<file path="config.mk">
export PLATFORM = sky130hd
export DESIGN_NAME = controlador_de_ataque
export DESIGN_NICKNAME = d
export VERILOG_FILES = /design/src/rtl/batalha_naval_pkg.sv /design/src/rtl/detector_de_borda.sv /design/src/rtl/controlador_de_ataque.sv
export SDC_FILE = /design/constraint.sdc
export NUM_CORES = 1
export LEC_CHECK = 0
export ABC_AREA = 1
export CORE_MARGIN = 2
export CORE_UTILIZATION = 55
export CTS_CLUSTER_DIAMETER = 80
export DETAILED_ROUTE_END_ITERATION = 16
export PLACE_DENSITY = 0.86
export SLEW_MARGIN = 30
export SYNTH_ARGS = -nofsm -noshare
export SYNTH_HDL_FRONTEND = slang
export SYNTH_SLANG_ARGS = --single-unit
</file>
<file path="constraint.sdc">
create_clock -name clock -period 5.5 [get_ports clock]
set_input_delay 1.65 -clock clock [delete_from_list [all_inputs] [get_ports clock]]
set_output_delay 1.65 -clock clock [all_outputs]
set_load 0.01 [all_outputs]
</file>
<file path="src/rtl/batalha_naval_pkg.sv">
// Shared definitions for the battleship attack manager: FSM encoding,
// counter width, board defaults and the cell-index helper.
package batalha_naval_pkg;

  localparam logic [1:0] OCIOSO   = 2'd0;
  localparam logic [1:0] AVALIA   = 2'd1;
  localparam logic [1:0] VERIFICA = 2'd2;
  localparam logic [1:0] FIM      = 2'd3;

  localparam int CONT_W = 7;

  localparam int COLUNAS_PAD = 5;
  localparam int LINHAS_PAD  = 7;

  function automatic int indice(input int col, input int lin, input int linhas);
    return col * linhas + lin;
  endfunction

endpackage

</file>
<file path="src/rtl/detector_de_borda.sv">
// Two-flop synchroniser for the raw confirm button followed by a
// rising-edge detector producing a single-cycle pulse.
module detector_de_borda (
  input  logic clock,
  input  logic reset,
  input  logic entrada,
  output logic pulso
);

  logic sinc1_q, sinc1_d;
  logic sinc2_q, sinc2_d;
  logic ant_q, ant_d;

  always_comb begin
    sinc1_d = entrada;
    sinc2_d = sinc1_q;
    ant_d   = sinc2_q;
  end

  always_ff @(posedge clock or posedge reset) begin
    if (reset) begin
      sinc1_q <= 1'b0;
      sinc2_q <= 1'b0;
      ant_q   <= 1'b0;
    end else begin
      sinc1_q <= sinc1_d;
      sinc2_q <= sinc2_d;
      ant_q   <= ant_d;
    end
  end

  assign pulso = sinc2_q & ~ant_q;

endmodule

</file>
<file path="src/rtl/controlador_de_ataque.sv">
// Battleship attack manager: validates shots, reveals hits, counts and
// detects victory. Optional attempt limit under LIMITE_TENTATIVAS_EN.
module controlador_de_ataque
  import batalha_naval_pkg::*;
#(
  parameter int COLUNAS        = COLUNAS_PAD,
  parameter int LINHAS         = LINHAS_PAD,
  parameter int CW             = 3,
  parameter int MAX_TENTATIVAS = 20
) (
  input  logic                      clock,
  input  logic                      reset,
  input  logic                      enable,
  input  logic                      confirmar,
  input  logic [CW-1:0]             coordColuna,
  input  logic [CW-1:0]             coordLinha,
  input  logic [COLUNAS*LINHAS-1:0] mapa,
  output logic [COLUNAS*LINHAS-1:0] matriz,
  output logic [COLUNAS*LINHAS-1:0] tiros,
  output logic                      acerto,
  output logic                      erro,
  output logic                      invalido,
  output logic [CONT_W-1:0]         acertos,
  output logic [CONT_W-1:0]         tentativas,
  output logic                      fim_de_jogo,
  output logic                      vitoria
);

  localparam int N  = COLUNAS * LINHAS;
  localparam int IW = (N > 1) ? $clog2(N) : 1;
  localparam logic [CONT_W-1:0] CONT_MAX = '1;

  logic pulso;

  detector_de_borda u_borda (
    .clock   (clock),
    .reset   (reset),
    .entrada (confirmar),
    .pulso   (pulso)
  );

  logic [1:0]        estado_q, estado_d;
  logic [CW-1:0]     col_q, col_d;
  logic [CW-1:0]     lin_q, lin_d;
  logic [N-1:0]      matriz_q, matriz_d;
  logic [N-1:0]      tiros_q, tiros_d;
  logic [CONT_W-1:0] acertos_q, acertos_d;
  logic [CONT_W-1:0] tent_q, tent_d;
  logic              acerto_q, acerto_d;
  logic              erro_q, erro_d;
  logic              invalido_q, invalido_d;
  logic              fim_q, fim_d;
  logic              vit_q, vit_d;

  logic          em_faixa;
  logic [IW-1:0] idx;
  logic          venceu;

`ifndef LIMITE_TENTATIVAS_EN
  logic unused_limite;
  assign unused_limite = ^MAX_TENTATIVAS;
`endif

  always_comb begin
    em_faixa = (int'(col_q) < COLUNAS) && (int'(lin_q) < LINHAS);
    idx      = em_faixa ? IW'(indice(int'(col_q), int'(lin_q), LINHAS)) : '0;
    venceu   = ((mapa & ~matriz_q) == '0) && (mapa != '0);

    estado_d   = estado_q;
    col_d      = col_q;
    lin_d      = lin_q;
    matriz_d   = matriz_q;
    tiros_d    = tiros_q;
    acertos_d  = acertos_q;
    tent_d     = tent_q;
    acerto_d   = 1'b0;
    erro_d     = 1'b0;
    invalido_d = 1'b0;
    fim_d      = fim_q;
    vit_d      = vit_q;

    unique case (estado_q)
      OCIOSO: begin
        if (pulso && enable && !fim_q) begin
          col_d    = coordColuna;
          lin_d    = coordLinha;
          estado_d = AVALIA;
        end
      end
      AVALIA: begin
        if (!em_faixa || tiros_q[idx]) begin
          invalido_d = 1'b1;
          estado_d   = OCIOSO;
        end else begin
          tiros_d[idx]  = 1'b1;
          matriz_d[idx] = mapa[idx];
          if (tent_q != CONT_MAX) tent_d = tent_q + 1'b1;
          if (mapa[idx]) begin
            acerto_d = 1'b1;
            if (acertos_q != CONT_MAX) acertos_d = acertos_q + 1'b1;
          end else begin
            erro_d = 1'b1;
          end
          estado_d = VERIFICA;
        end
      end
      VERIFICA: begin
        if (venceu) begin
          vit_d    = 1'b1;
          fim_d    = 1'b1;
          estado_d = FIM;
        end
`ifdef LIMITE_TENTATIVAS_EN
        else if (int'(tent_q) == MAX_TENTATIVAS) begin
          fim_d    = 1'b1;
          estado_d = FIM;
        end
`endif
        else begin
          estado_d = OCIOSO;
        end
      end
      FIM:     estado_d = FIM;
      default: estado_d = OCIOSO;
    endcase
  end

  always_ff @(posedge clock or posedge reset) begin
    if (reset) begin
      estado_q   <= OCIOSO;
      col_q      <= '0;
      lin_q      <= '0;
      matriz_q   <= '0;
      tiros_q    <= '0;
      acertos_q  <= '0;
      tent_q     <= '0;
      acerto_q   <= 1'b0;
      erro_q     <= 1'b0;
      invalido_q <= 1'b0;
      fim_q      <= 1'b0;
      vit_q      <= 1'b0;
    end else begin
      estado_q   <= estado_d;
      col_q      <= col_d;
      lin_q      <= lin_d;
      matriz_q   <= matriz_d;
      tiros_q    <= tiros_d;
      acertos_q  <= acertos_d;
      tent_q     <= tent_d;
      acerto_q   <= acerto_d;
      erro_q     <= erro_d;
      invalido_q <= invalido_d;
      fim_q      <= fim_d;
      vit_q      <= vit_d;
    end
  end

  assign matriz      = matriz_q;
  assign tiros       = tiros_q;
  assign acerto      = acerto_q;
  assign erro        = erro_q;
  assign invalido    = invalido_q;
  assign acertos     = acertos_q;
  assign tentativas  = tent_q;
  assign fim_de_jogo = fim_q;
  assign vitoria     = vit_q;

endmodule

</file>
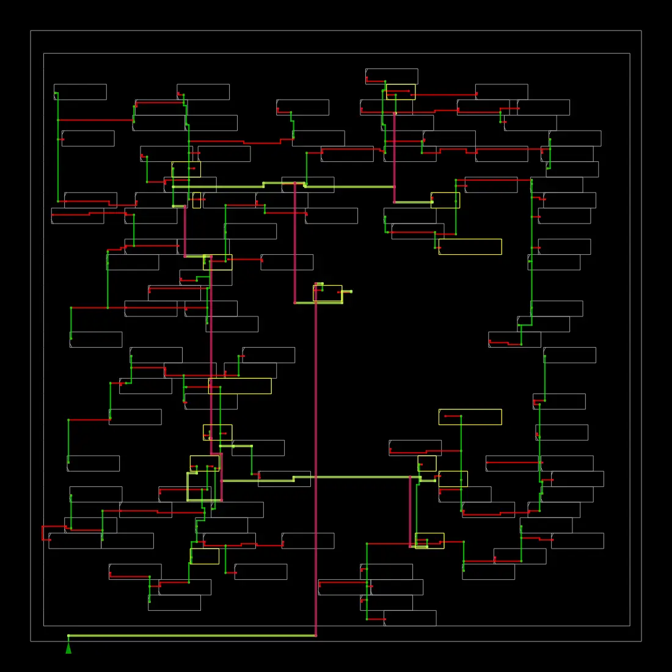
final_clocks.png
Clk. pwr: 0.575 mW
total CTS buffers: 9
Insertion Delay late pin: 0.39 ns
clk_skew: 0.0112 ns

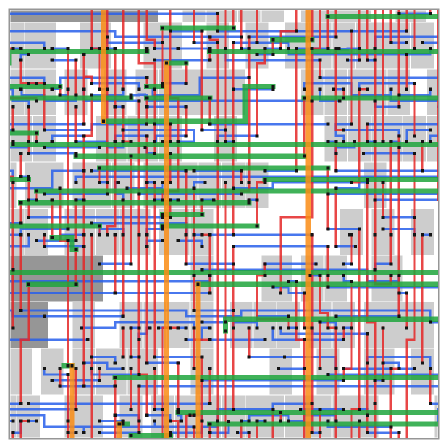
zoom.png
Region (41, 41) to (66, 66) µm. Cells in gray, sequential cells in the stronger gray; small squares are vias.
legend:
  met3:
    color: green
  met2:
    color: red
  met4:
    color: orange
  met1:
    color: blue
netlist names of flops here include: `matriz` (1)
cells with their middle in the window: 85
sequential cells in the window: 1
most frequent: nand2_1 (33), inv_1 (12), nand3_1 (12)

==> run notes <==
fresh numbers from the pnr run: post-detailed-route wirelength per cell=17.1 µm, IO buf count=133, chip area=11,500 µm², CTS tree=yes, Largest type area fraction=42.2%, Initial Utilization=56.7%, gr usage total=32.1%, Synth async-reset ratio=100%, Antenna Nets Post-Route=0, critical path class=reg2reg, most frequent logic cell in the layout=nand2_1, DRC violation count after routing=0, fin worst setup slack=1.01 ns, initial antenna violation count=0, worst hold path class=reg2reg, status=finished clean, Worst-Margin Slew=0.739 ns, cell type with the largest total area=dfrtp_1, Core ar.=10,400 µm², final max-slew violation count=0, setup TNS=0 ns, RD Place Congestion=0.982, Ports=134, Top Layout Cells=231 x nand2_1, 133 x clkdlybuf4s50_1, 115 x nand3_1, clock sinks=99, Synthesized Nets=857, mapped cell area=5880 µm², Chip Area, Yosys=5880 µm², Syn. warnings=0, mean post-synth cell area=7.39 µm², Final nets=980, DP Wirelength=12,900 µm, Final min period=4.49 ns, via-per-instance ratio=5.72, max cap viols=0, largest net degree at the start of global routing=80, final hold violations=0, Synth Seq Share=42.2%, PD cells=186 nW/µm², layout cell share with drive strength beyond 1=5.21%, Synth Flop Type=dfrtp_1, First-pass DRT Iterations=5, dominant cells by area after synthesis=dfrtp_1 42%, nand2_1 15%, nand3_1 9.8%, inv_1 6.3%, nor2_1 4.5%, # rows=37, yosys cell count=795, crit share post-route=81.6%, Worst Path Max Fanout=19
state kept, by name, indices dropped and copies added, names as in the netlist:
signal	cells
col_q	3
estado_q	2
erro	1
matriz	35
tentativas	7
invalido	1
acertos	7
tiros	35
u_borda.ant_d	1
vitoria	1
acerto	1
u_borda.sinc1_q	1
lin_q	3
u_borda.ant_q	1
cell families (layout without fill, tap and decap cells):
group	Yosys count	in the layout	synth area share, %
flip-flops	99	99	42.2
buffers and inverters	132	259	9.28
multiplexers	4	4	0.767
AND-OR/OR-AND	64	64	7.11
AND/OR/NAND/NOR	471	471	35.3
adder cells (fa/ha/maj)	17	17	4.13
XOR/XNOR	8	8	1.19
layout make-up:
type	instances	area (µm²)	area share (%)
clock buffer	11	141	1.88
sequential	99	2480	32.9
timing repair buffer	141	1400	18.6
clock inverter	4	98.8	1.31
inverter	103	392	5.20
multi-input combinational	564	2850	37.9
tap	136	170	2.26
power by group:
| group | total (mW) | switching [mW] | internal [mW] |
|---|---|---|---|
| Clock | 0.575 | 0.262 | 0.313 |
| Sequential | 0.734 | 0.00332 | 0.731 |
| Combinational | 0.0889 | 0.0483 | 0.0406 |
per-stage QoR:
step | total power, mW | hold slack (ns) | std cells | utilization [%]
finish | 1.40 | 0.373 | 1058 | 72.7
global route | 1.44 | 0.377 | 1058 | 72.7
global placement | 0.836 | 0.337 | 1043 | 70.3
detailed placement | 0.836 | 0.337 | 1043 | 70.3
CTS | 1.39 | 0.372 | 1058 | 72.6
floorplan | 0.784 | 0.331 | 795 | -
worst paths after layout:
path	slack, ns	cells past startpoint	from	end
max	1.01	15	col_q[1]	tentativas[3]
min reg2reg	0.37	0	u_borda.sinc1_q	u_borda.ant_d
min	0.37	0	u_borda.sinc1_q	u_borda.ant_d
min in group asynchronous	1.75	2	reset	tiros[20]
max in group asynchronous	3.01	3	reset	matriz[7]
max reg2reg	1.01	15	col_q[1]	tentativas[3]
synth_stat cells, types with 2 or more instances:
library cell,number
dfrtp_1,99
nor2_4,3
nand3_1,115
nor4_1,5
nor2_1,71
o221ai_1,2
a21oi_1,6
inv_1,99
buf_2,16
nor3_1,4
inv_2,4
fa_1,4
buf_1,3
o22ai_1,8
xnor2_1,4
nand3_2,2
ha_1,13
buf_4,8
nand2_1,231
o21ai_1,12
or2_2,3
o211ai_1,4
nand3b_1,2
a21oi_2,2
a21o_1,19
xor2_1,4
nand2_2,2
clkbuf_1,2
nor2_2,3
o21ai_0,6
mux2_2,4
nand4_1,27
metal layers:
metal,vias up,GRT usage [%],part of all wire (%)
met2,398,50.2,45
met4,0,12.0,3.1
met3,54,7.75,12
li1,2814,-,-
met1,2789,43.4,40
met5,-,0,0
critical path, stage by stage (launching register included):
cell      delay [ns]
dfrtp_1         0.48
fa_1            0.52
fa_1            0.56
inv_1           0.07
fa_1            0.49
inv_1           0.14
o211ai_1        0.20
nand2_1         0.42
o211ai_1        0.14
nand2_1         0.12
nand3_1         0.12
nor2_4          0.44
buf_4           0.27
nand3_1         0.21
nand2_1         0.13
nand2_1         0.06
No activity file was given, so power comes from the tool's default toggle rates.
